### src/rtl/mem_sequencer.sv
// mem_sequencer: arbitrates one single-port synchronous RAM between CPU fetch, CPU data and debug accesses
module mem_sequencer #(
    parameter int MEM_LATENCY = 1,
    parameter int CNT_WIDTH   = 32
) (
    input  logic                 CLK,
    input  logic                 RESET,
    input  logic [29:0]          CPU_INST_ADDR,
    output logic [31:0]          CPU_INST_RD,
    input  logic                 CPU_DATA_REQ,
    input  logic                 CPU_DATA_WE,
    input  logic [3:0]           CPU_DATA_BE,
    input  logic [29:0]          CPU_DATA_ADDR,
    input  logic [31:0]          CPU_DATA_WD,
    output logic [31:0]          CPU_DATA_RD,
    output logic                 CPU_RUN,
    input  logic                 HALT,
    input  logic                 DBG_REQ,
    input  logic                 DBG_WE,
    input  logic [29:0]          DBG_ADDR,
    input  logic [31:0]          DBG_WD,
    output logic [31:0]          DBG_RD,
    output logic                 DBG_ACK,
    output logic                 MEM_EN,
    output logic                 MEM_WE,
    output logic [3:0]           MEM_BE,
    output logic [29:0]          MEM_ADDR,
    output logic [31:0]          MEM_WD,
    input  logic [31:0]          MEM_RD,
    output logic [CNT_WIDTH-1:0] INSTR_CNT
);
    localparam logic [1:0] LAT_M1 = 2'(MEM_LATENCY - 1);

    typedef enum logic [2:0] {FETCH, FWAIT, DATA, DWAIT, COMMIT, DBGWAIT} state_t;

    state_t     state, state_d;
    logic [1:0] cnt;
    logic       dbg_turn, rd_q, done;
    logic       issue_dbg, issue_inst, issue_data;

    assign done = cnt == 2'd0;

    // State register
    always_ff @(posedge CLK) begin
        state <= !RESET ? FETCH : state_d;
    end

    // Next-state: each access waits MEM_LATENCY cycles in its *WAIT state
    always_comb begin
        state_d = state;
        unique case (state)
            FETCH:   state_d = issue_dbg ? DBGWAIT : issue_inst ? FWAIT : FETCH;
            FWAIT:   state_d = done ? DATA : FWAIT;
            DATA:    state_d = CPU_DATA_REQ ? DWAIT : COMMIT;
            DWAIT:   state_d = done ? COMMIT : DWAIT;
            COMMIT:  state_d = FETCH;
            DBGWAIT: state_d = done ? FETCH : DBGWAIT;
            default: state_d = FETCH;
        endcase
    end

    // Outputs: RAM strobes for the access issued this cycle, zeros when idle or in reset
    always_comb begin
        issue_dbg  = RESET && state == FETCH && DBG_REQ && (HALT || dbg_turn);
        issue_inst = RESET && state == FETCH && !issue_dbg && !HALT;
        issue_data = RESET && state == DATA && CPU_DATA_REQ;
        MEM_EN     = issue_dbg || issue_inst || issue_data;
        MEM_WE     = issue_dbg ? DBG_WE : (issue_data && CPU_DATA_WE);
        MEM_BE     = (issue_data && CPU_DATA_WE) ? CPU_DATA_BE : MEM_EN ? 4'hF : 4'h0;
        MEM_ADDR   = issue_dbg ? DBG_ADDR : issue_data ? CPU_DATA_ADDR : issue_inst ? CPU_INST_ADDR : 30'd0;
        MEM_WD     = issue_dbg ? DBG_WD : issue_data ? CPU_DATA_WD : 32'd0;
        CPU_RUN    = RESET && state == COMMIT;
    end

    // Datapath: latency counter, captured read data, commit counter and debug fairness token
    always_ff @(posedge CLK) begin
        if (!RESET) begin
            cnt         <= 2'd0;
            rd_q        <= 1'b0;
            dbg_turn    <= 1'b1;
            CPU_INST_RD <= '0;
            CPU_DATA_RD <= '0;
            DBG_RD      <= '0;
            DBG_ACK     <= 1'b0;
            INSTR_CNT   <= '0;
        end else begin
            cnt     <= MEM_EN ? LAT_M1 : done ? cnt : cnt - 2'd1;
            rd_q    <= MEM_EN ? !MEM_WE : rd_q;
            DBG_ACK <= state == DBGWAIT && done;
            if (state == FWAIT && done) CPU_INST_RD <= MEM_RD;
            if (state == DWAIT && done && rd_q) CPU_DATA_RD <= MEM_RD;
            if (state == DBGWAIT && done && rd_q) DBG_RD <= MEM_RD;
            if (state == DBGWAIT && done) dbg_turn <= 1'b0;
            if (state == COMMIT) begin
                INSTR_CNT <= INSTR_CNT + 1'b1;
                dbg_turn  <= 1'b1;
            end
        end
    end
endmodule

### config.mk
export PLATFORM = sky130hd
export DESIGN_NAME = mem_sequencer
export DESIGN_NICKNAME = d
export VERILOG_FILES = /design/src/rtl/mem_sequencer.sv
export SDC_FILE = /design/constraint.sdc
export NUM_CORES = 1
export LEC_CHECK = 0
export CAP_MARGIN = 20
export CORE_AREA = 2 2 152 154
export DETAILED_ROUTE_END_ITERATION = 8
export DIE_AREA = 0 0 154 156
export GPL_TIMING_DRIVEN = 0
export PLACE_DENSITY = 0.6
export SYNTH_ARGS = -nofsm -noshare
export SYNTH_HDL_FRONTEND = slang
export SYNTH_SLANG_ARGS = --single-unit
### constraint.sdc
create_clock -name CLK -period 2.5 [get_ports CLK]
set_clock_uncertainty 0.05 [all_clocks]
set_input_delay 0.5 -clock CLK [delete_from_list [all_inputs] [get_ports CLK]]
set_output_delay 0.5 -clock CLK [all_outputs]
set_load 0.01 [all_outputs]
==> images/cell_classes.png <==
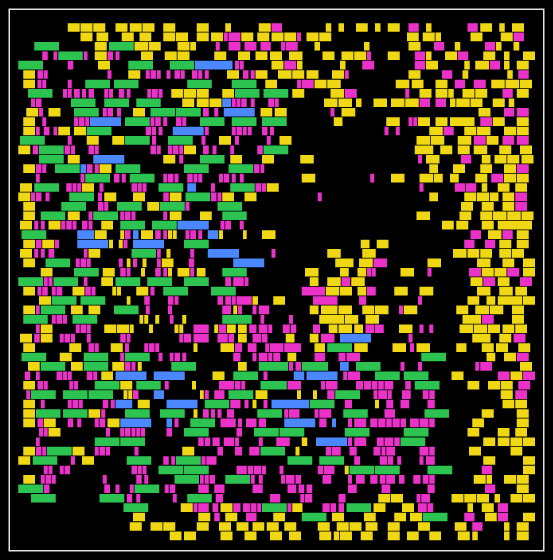
legend:
  magenta:
    class: all other logic
    cells: 574
  yellow:
    class: other buffers and delay cells
    cells: 495
  green:
    class: flip-flops
    cells: 136
  blue:
    class: clock drivers and dummy loads
    cells: 31
final standard cell utilization of the core: 51.1%
area of the placeable core: 22400 µm²
fin area: 11400 µm²
# rows: 55
register share of the cell area: 23.9%

==> images/final_congestion.png <==
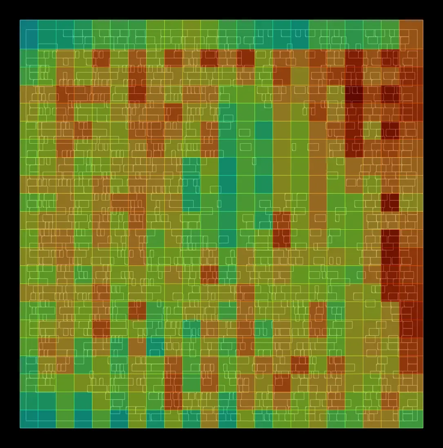
met2 Resource Use GR: 43.7%
global-route layer with the greatest usage: met2

==> images/pdn.png <==
Pins as bars on the die edge. Tap cells in grey.
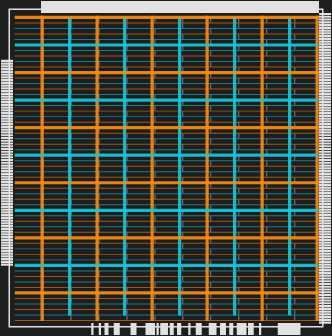
legend:
  orange:
    net: VSS
  cyan:
    net: VDD
signal pins: 395
tap cells: 285
die span in x: 154 µm
Die H: 156 µm

==> images/metal_stack.png <==
Bar = 50 µm.
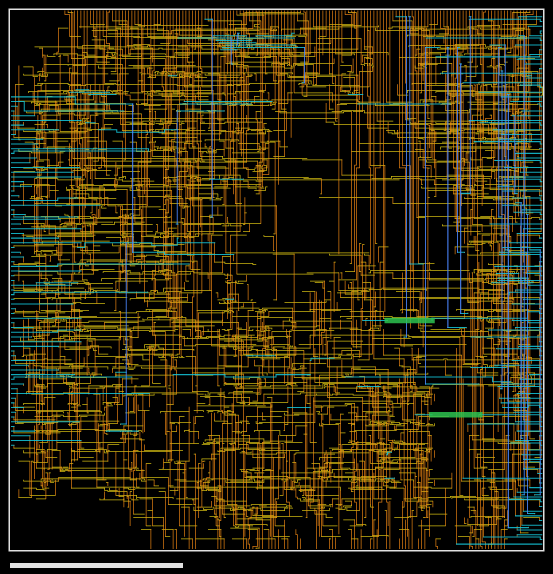
legend:
  blue:
    layer: met4
    wire_length: 1440 µm
  yellow:
    layer: met1
    wire_length: 12400 µm
  cyan:
    layer: met3
    wire_length: 2550 µm
  orange:
    layer: met2
    wire_length: 15400 µm
  green:
    layer: met5
    wire_length: 26.7 µm

==> images/clock_map.png <==
Bar = 50 µm.
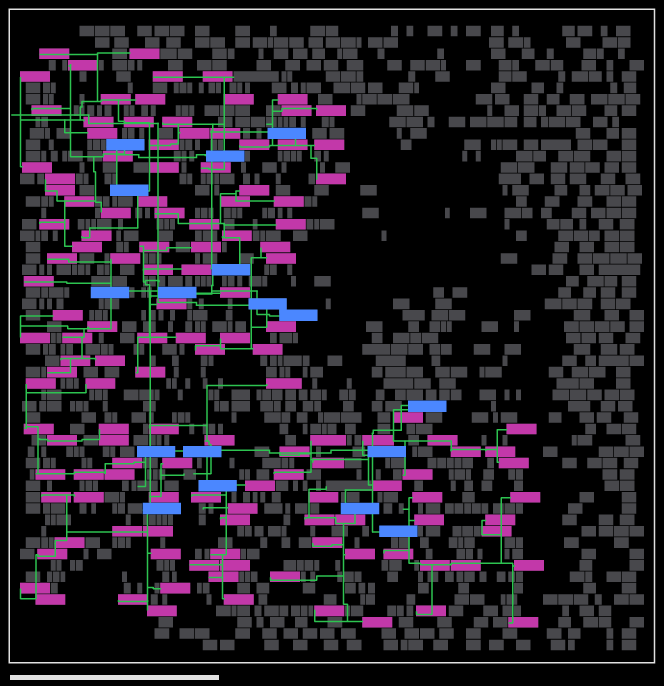
legend:
  magenta:
    item: flip-flops
    count: 136
  blue:
    item: cells driving clock nets
    count: 17
  green:
    item: clock wires
    length: 1840 µm
routed clock nets: 18
clock latency at the later pin of the worst-skew pair: 0.42 ns
clock network fraction of total power: 32.0%
Clock group: 2.49 mW

==> datasheet_impl.txt <==
Physical design parameters

Parameter                              Value

Yosys
  Largest family of logic cells by area .................. simple AND/OR/NAND/NOR gates
  Number of standard cells reported by yosys .................. 771
  Number of unique standard cell types used by synthesis .................. 45
  Post-synthesis instance area .................. 6050 µm²
  Share of flip-flops with an asynchronous set or reset after synthesis .................. 0%
  Gate count of the mapped netlist .................. roughly 770
  Area figure in the yosys stat output .................. 6050 µm²
  Syn_area_per_cell .................. 7.84 µm²
  Most common flop cell mapped by yosys .................. sky130_fd_sc_hd__dfxtp_1
  Compound-cell area share of the yosys netlist .................. 22.4%
  Flip-flops with a built-in enable .................. 0
  Yosys top cell by area .................. sky130_fd_sc_hd__dfxtp_1
  XOR-XNOR Cells, Area Fraction .................. 1.74%
  Adders+Majority by Area .................. 0.414%
  Multiplexer share .................. 0.827%

Power and ir drop
  Reg power frac .................. 31.7%
  Power share of the combinational group .................. between 30% and 40%
  P_comb .................. 2.82 mW
  VDD IR max .................. 0.000501 V
  Power consumed by sequential cells .................. 2.46 mW
  Net Sw Frac .................. 31.6%
  Total power of the final layout .................. just under 8 mW
  Switching power of the nets .................. roughly 2.5 mW

Critical path
  Arrival time of data at the critical path endpoint .................. 2.28 ns
  Highest net fanout along the worst path .................. 10
  Required @ worst endpoint .................. 1.95 ns
  Setup CP Type .................. register to primary output
  Worst Setup Start Kind .................. register

Global routing
  Final global-route overflow total .................. 0
  First-pass GRT wire length .................. 45300 µm
  Largest net degree at the start of global routing .................. 20
  Via count of the first global-routing pass .................. 7184
  M1 GR Usage .................. 28.4%

Place
  Post-placement setup slack .................. -1.39 ns
  Final weighted congestion of routability-driven global placement .................. 0.856
  Post-Place Cell Area .................. between 10000 and 15000 µm²
  Number of port buffers .................. 393

Route
  Total Wirelength .................. ~32000 µm
  DRC .................. 0
  Via count .................. 7546
  DRT met1 WL .................. 12400 µm
  DRT antenna net count .................. 0
  Number of DRC markers after the initial detailed-route iteration .................. approximately 550
  Max layer used .................. met5
  DR WL met3 .................. 2550 µm
  Number of vias per cell after detailed routing .................. 4.95

Run
  Number of warnings in the stage logs .................. 28
  Total of max-cap violations .................. 0

CTS
  CTS clk-pin slew, worst paths .................. 0.06 ns
  Root buffer cell .................. sky130_fd_sc_hd__clkbuf_16
  Clock sink count .................. 136
  Post-CTS setup buffers .................. 34
  Maximum level of the CTS H-tree .................. 4
  Cell resize tally after clock tree synthesis .................. 422

STA
  Maximum operating frequency .................. between 300 and 400 MHz
  Setup repair after global routing missed its margin .................. yes
  Setup TNS .................. -15.62 ns
  Endpoints failing hold .................. 0
  Total of endpoints with negative setup slack in the final report .................. 68
  Tightest hold margin .................. 0.399 ns
  Period minus WS final .................. 2.83 ns
  Smallest setup slack after layout .................. -0.328 ns

Cells and area
  Fraction of final layout cells sized beyond drive strength 1 .................. between 10 and 15%
  Multi-input gate share of total cell area .................. 26.3%
  Count of inverters not on the clock network in the layout .................. 35
  Signed area change from the synthesized netlist to the final layout .................. 89.1%
  Most frequent cells in the layout .................. 321 x sky130_fd_sc_hd__clkdlybuf4s50_1, 218 x sky130_fd_sc_hd__nand2_1, 132 x sky130_fd_sc_hd__dfxtp_1, 113 x sky130_fd_sc_hd__a21oi_1, 63 x sky130_fd_sc_hd__buf_6
  Post-layout net count .................. 1423
  Most used logic cell in the final layout .................. sky130_fd_sc_hd__clkdlybuf4s50_1
  Dominant kind of cell .................. buffers
  Number of clock-tree buffers in the layout .................. 20
  Post-route non-filler standard cell count .................. 1523
  Area of the multi-input gates .................. 3010 µm²
  Number of flip-flops and latches .................. 136
  Number of buffers other than clock buffers in the final layout .................. 495

Outcome
  Outcome .................. complete, but fails checks
  Failing checks .................. negative setup slack

Floorplanning
  Initial Utilization .................. 27.0%
  Die area .................. approximately 24000 µm²
  Count of boundary I/O pins .................. 395
-- path summary, 6_finish.rpt --
check | end | from | slack (ns) | cells past startpoint
worst min register to register | CPU_DATA_RD[2] | CPU_DATA_RD[2] | 0.40 | 2
worst min-delay path | INSTR_CNT[23] | RESET | 0.40 | 3
worst max register to register | INSTR_CNT[28] | state[2] | 0.24 | 8
worst max-delay path | MEM_ADDR[15] | state[2] | -0.33 | 7
-- worst max-delay path, stage by stage, from the launching register on --
cell and delay, ns:
sky130_fd_sc_hd__dfxtp_4 0.35, sky130_fd_sc_hd__or4b_4 0.59, sky130_fd_sc_hd__nor2_4 0.17, sky130_fd_sc_hd__buf_12 0.13, sky130_fd_sc_hd__buf_2 0.21, sky130_fd_sc_hd__a222oi_1 0.15, sky130_fd_sc_hd__inv_1 0.11, sky130_fd_sc_hd__buf_6 0.13
Power and IR drop assume default switching activity.
